<file path="src/rtl/alu_shift_pkg.sv">
// Shared types and default sizing for the RV32I ALU right-shift path.
package alu_shift_pkg;

    localparam int DEFAULT_DATA_W  = 32;
    localparam int DEFAULT_SHAMT_W = $clog2(DEFAULT_DATA_W);

    typedef enum logic [1:0] {
        IDLE,
        SHIFT,
        DONE
    } shift_state_e;

endpackage

</file>
<file path="src/rtl/alu_shift_right_stage.sv">
// One binary-weighted right-shift stage: shifts by 2^k with a fill bit,
// or passes the data through when the stage is not enabled.
module alu_shift_right_stage
    import alu_shift_pkg::*;
#(
    parameter int DATA_W = DEFAULT_DATA_W,
    parameter int K_W    = 3
) (
    input  logic [DATA_W-1:0] data_in,
    input  logic              fill,
    input  logic [K_W-1:0]    k,
    input  logic              en,
    output logic [DATA_W-1:0] data_out
);

    logic [2*DATA_W-1:0] ext;
    logic [DATA_W-1:0]   shifted;

    // Fill bits sit above the data so a plain logical shift pulls them in.
    assign ext      = {{DATA_W{fill}}, data_in};
    assign shifted  = DATA_W'(ext >> (DATA_W'(1) << k));
    assign data_out = en ? shifted : data_in;

endmodule

</file>
<file path="src/rtl/alu_shift_right_seq.sv">
// Multi-cycle SRL/SRA unit: one binary-weighted stage per clock, LSB of the
// shift amount first, with valid/ready handshakes on both sides.
// Optional build macro ALU_SHIFT_RIGHT_EARLY_EXIT_EN: leave SHIFT as soon as
// no higher shift-amount bits remain set.
module alu_shift_right_seq
    import alu_shift_pkg::*;
#(
    parameter int DATA_W  = DEFAULT_DATA_W,
    parameter int SHAMT_W = $clog2(DATA_W)
) (
    input  logic              i_clk,
    input  logic              i_rst,
    input  logic              i_valid,
    output logic              o_ready,
    input  logic [DATA_W-1:0] i_a,
    input  logic [DATA_W-1:0] i_b,
    input  logic              i_arith,
    output logic              o_valid,
    input  logic              i_ready,
    output logic [DATA_W-1:0] o_srl
);

    localparam int             K_W    = (SHAMT_W > 1) ? $clog2(SHAMT_W) : 1;
    localparam logic [K_W-1:0] K_LAST = K_W'(SHAMT_W - 1);

    shift_state_e        state_q, state_d;
    logic [DATA_W-1:0]   data_q, data_d;
    logic [SHAMT_W-1:0]  shamt_q, shamt_d;
    logic                fill_q, fill_d;
    logic [K_W-1:0]      k_q, k_d;
    logic [DATA_W-1:0]   stage_out;
    logic                last_stage;

    // Only the low shift-amount bits are meaningful; the rest are dropped.
    logic [DATA_W-SHAMT_W-1:0] unused_b_hi;
    assign unused_b_hi = i_b[DATA_W-1:SHAMT_W];

    alu_shift_right_stage #(
        .DATA_W (DATA_W),
        .K_W    (K_W)
    ) u_stage (
        .data_in  (data_q),
        .fill     (fill_q),
        .k        (k_q),
        .en       (shamt_q[k_q]),
        .data_out (stage_out)
    );

`ifdef ALU_SHIFT_RIGHT_EARLY_EXIT_EN
    // Finish once every shift-amount bit above the current stage is clear.
    assign last_stage = (k_q == K_LAST) || (((shamt_q >> k_q) >> 1) == '0);
`else
    assign last_stage = (k_q == K_LAST);
`endif

    // Next-state and datapath update for the IDLE/SHIFT/DONE sequence.
    always_comb begin
        // NOTE: every variable gets a default first so no path infers a latch.
        state_d = state_q;
        data_d  = data_q;
        shamt_d = shamt_q;
        fill_d  = fill_q;
        k_d     = k_q;
        case (state_q)
            IDLE: begin
                if (i_valid) begin
                    data_d  = i_a;
                    shamt_d = i_b[SHAMT_W-1:0];
                    fill_d  = i_arith & i_a[DATA_W-1];
                    k_d     = '0;
                    state_d = SHIFT;
                end
            end
            SHIFT: begin
                data_d = stage_out;
                k_d    = k_q + K_W'(1);
                if (last_stage) begin
                    state_d = DONE;
                end
            end
            DONE: begin
                if (i_ready) begin
                    state_d = IDLE;
                end
            end
            default: state_d = IDLE;
        endcase
    end

    // State and datapath registers with synchronous reset.
    always_ff @(posedge i_clk) begin
        // NOTE: sequential state uses non-blocking assignments so all
        // registers update together from pre-edge values.
        if (i_rst) begin
            state_q <= IDLE;
            data_q  <= '0;
            shamt_q <= '0;
            fill_q  <= 1'b0;
            k_q     <= '0;
        end else begin
            state_q <= state_d;
            data_q  <= data_d;
            shamt_q <= shamt_d;
            fill_q  <= fill_d;
            k_q     <= k_d;
        end
    end

    assign o_ready = (state_q == IDLE);
    assign o_valid = (state_q == DONE);
    assign o_srl   = data_q;

endmodule

</file>
<file path="config.mk">
export PLATFORM = sky130hd
export DESIGN_NAME = alu_shift_right_seq
export DESIGN_NICKNAME = d
export VERILOG_FILES = /design/src/rtl/alu_shift_pkg.sv /design/src/rtl/alu_shift_right_stage.sv /design/src/rtl/alu_shift_right_seq.sv
export SDC_FILE = /design/constraint.sdc
export NUM_CORES = 1
export LEC_CHECK = 0
export ABC_AREA = 1
export CORE_MARGIN = 8
export CORE_UTILIZATION = 40
export DETAILED_ROUTE_END_ITERATION = 8
export PLACE_DENSITY = 0.67
export RECOVER_POWER = 100
export SLEW_MARGIN = 20
export SYNTH_ARGS = -nofsm -noshare
export SYNTH_HDL_FRONTEND = slang
export SYNTH_HIERARCHICAL = 1
export SYNTH_SLANG_ARGS = --single-unit
</file>
<file path="constraint.sdc">
create_clock -name i_clk -period 3.1 [get_ports i_clk]
set_input_delay 0.62 -clock i_clk [delete_from_list [all_inputs] [get_ports i_clk]]
set_output_delay 0.62 -clock i_clk [all_outputs]
set_load 0.03 [all_outputs]
</file>
Figure 1. Met3 routing (run 1).
Bar = 20 µm.
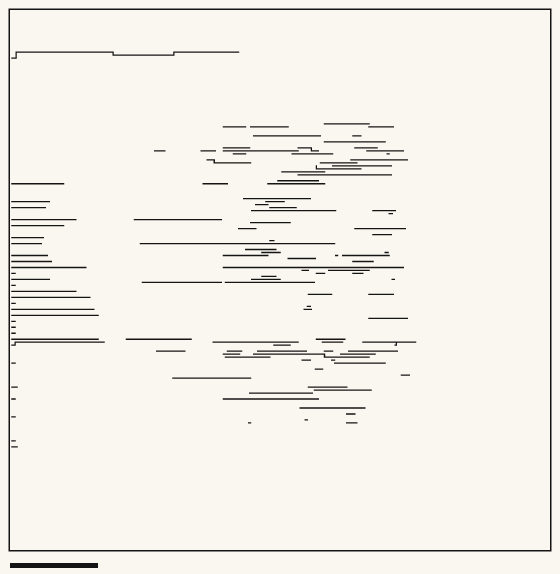
main direction: horizontal
nets with wire on the layer: 89
M3 GR Usage: 0.03864
total number of vias: 5645
final wirelength: 15550 µm

Figure 2. Port wiring (run 1).
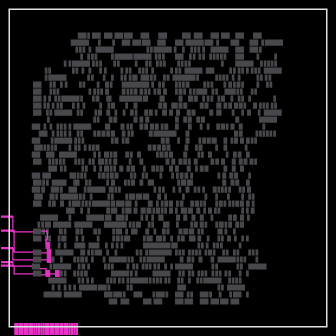
legend:
  magenta:
    port: `i_b`
    direction: input
    edge: 27 bottom, 5 left
    end_cells: 5
    buffers: 5
    wire: 88.4 µm
io pins: 103
Port-buffer cells: 75

Figure 3. Placement density heat map (run 1).
The die is cut into 12 by 12 equal tiles; black is low, pale yellow is high, 0 to 100% covered.
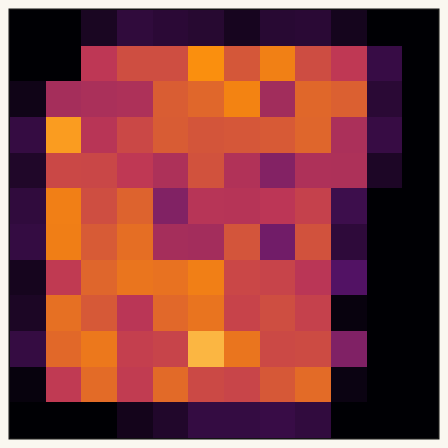
fullest tile: 84%
nearly empty tiles: 19%
tiles over 75% full: 2.1%
mean over tiles: 35%
emptiest ninth of the die: lower right
Core Footprint: 11270 µm²
FP Core Util: 0.4049

==> results.ini, run 1 <==
[setup_path]
path_cells = nor3_2, inv_1, nand3_1, nand2_1, nand2_1, nand3_1, nand2_1, nand2_1, nand3_1, nand2_1, nand2_1, nand2_1, nor2_1, nor2_1
r2r_start = k_q[2]
r2r_setup_slack_ns = 0.29
crit_path_frequent_cell = nand2_1

[routing]
top_layer_used = met4
drt_iter0_markers = 510
remaining_drc_errors = 0
wl_met2_um = 7197

[pwr]
powerDensity_nw_per_um2 = 450.6
p_clk_mw = 0.699

[yosys]
netlist.top_cell.by_area = nand2_1
ys_cells = 898
async_flop_share = 0
synth_adder_area_share = 0.005482
synth_flops = 43
syn_nets = 969
top_cell_area_share = 0.3281

[grt]
gr-total-overflow = 0

[status]
status = complete, no violations

[sta]
timing.final.crit_share = 0.9081
tightest_slew_ns = 1.398

[layout]
comb_area_um2 = 3134
final_util = 0.4900
fin_cells = 1086
clk_share = 0.03489
final_cell_mix = 399 x nand2_1, 179 x nand3_1, 85 x nor2_1

[job]
warnings = 54

[floorplan]
row_count = 39

[placed_design]
dpl_cell_area_um2 = 5335
routabilityCongestion = 0.9657
dp_cells = 1078

[cts]
cts_resized = 0

==> run 1 -> run 2 <==
Settings changed: GPL_ROUTABILITY_DRIVEN set to 0.
Figure 4. Selected gate families (run 2).
Bar = 20 µm.
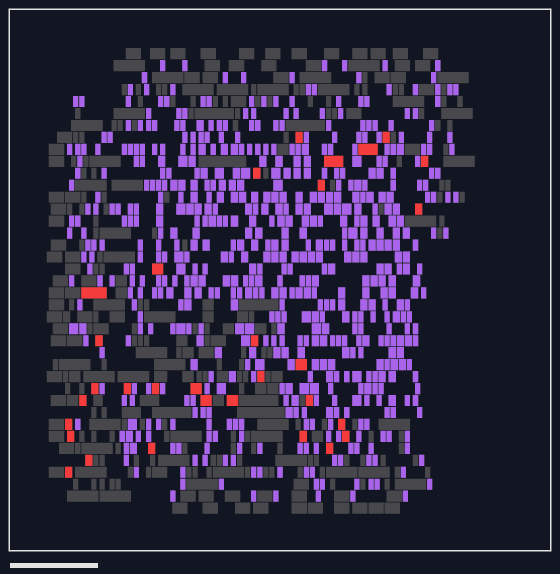
legend:
  purple:
    family: nand cells
    cells: 604
    most_used: nand2_1
  red:
    family: aoi and oai cells
    cells: 31
    most_used: o21ai_0

==> run 2 against run 1 <==
Largest cell class unchanged. Register-to-register slack improved by 0.05 ns. Via count rose by 1.7%. Clock skew up 0.0033 ns. Sequential share of layout area unchanged.
==> results.ini, run 2 <==
[routing]
wl_met2_um = 7190  ; was 7197 µm
wl_um = 15510  ; was 15550 µm
vias = 5743  ; was 5645
drt_iter0_markers = 487  ; was 510
top_layer_used = met4  ; unchanged
remaining_drc_errors = 0  ; unchanged

[layout]
final_cell_mix = 399 x nand2_1, 179 x nand3_1, 85 x nor2_1  ; unchanged
comb_area_um2 = 3134  ; unchanged
fin_cells = 1086  ; unchanged
clk_share = 0.03489  ; unchanged
final_util = 0.4900  ; unchanged

[pwr]
p_clk_mw = 0.704  ; was 0.699 mW
internal_power_mw = 1.464  ; was 1.468 mW

[yosys]
syn_nets = 969  ; unchanged
ys_cells = 898  ; unchanged
synth_flops = 43  ; unchanged
ys_sh_mux = 0  ; unchanged
top_cell_area_share = 0.3281  ; unchanged
netlist.top_cell.by_area = nand2_1  ; unchanged
synth_adder_area_share = 0.005482  ; unchanged

[floorplan]
fp_util = 0.4049  ; unchanged
core_area_um2 = 11270  ; unchanged
row_count = 39  ; unchanged

[placed_design]
dp_cells = 1078  ; unchanged
dpl_cell_area_um2 = 5335  ; unchanged

[setup_path]
worstRegToRegCells = 12  ; was 14
critPathKind = flop to flop  ; unchanged
r2r_start = k_q[1]  ; was k_q[2]
crit_path_frequent_cell = nand3_1  ; was nand2_1
path_cells = nor3_2, inv_1, nand3_1, nand3_1, nand3_1, nand3_1, nand3_1, nand2_1, nand2_1, nand2_1, nor2_1, nor2_1  ; was nor3_2, inv_1, nand3_1, nand2_1, nand2_1, nand3_1, nand2_1, nand2_1, nand3_1, nand2_1, nand2_1, nand2_1, nor2_1, nor2_1
r2r_setup_slack_ns = 0.34  ; was 0.29 ns

[grt]
met3_usage = 0.04646  ; was 0.03864
grt.total_usage = 0.2103  ; was 0.2067
gr-total-overflow = 0  ; unchanged
grt_max_degree = 41  ; unchanged

[sta]
max_freq_mhz = 362.0  ; was 355.2 MHz
tightest_slew_ns = 1.387  ; was 1.398 ns

[cts]
numCtsBuffers = 5  ; unchanged
cts_resized = 0  ; unchanged

[status]
status = complete, no violations  ; unchanged

Power is estimated from default activity; no workload was simulated.
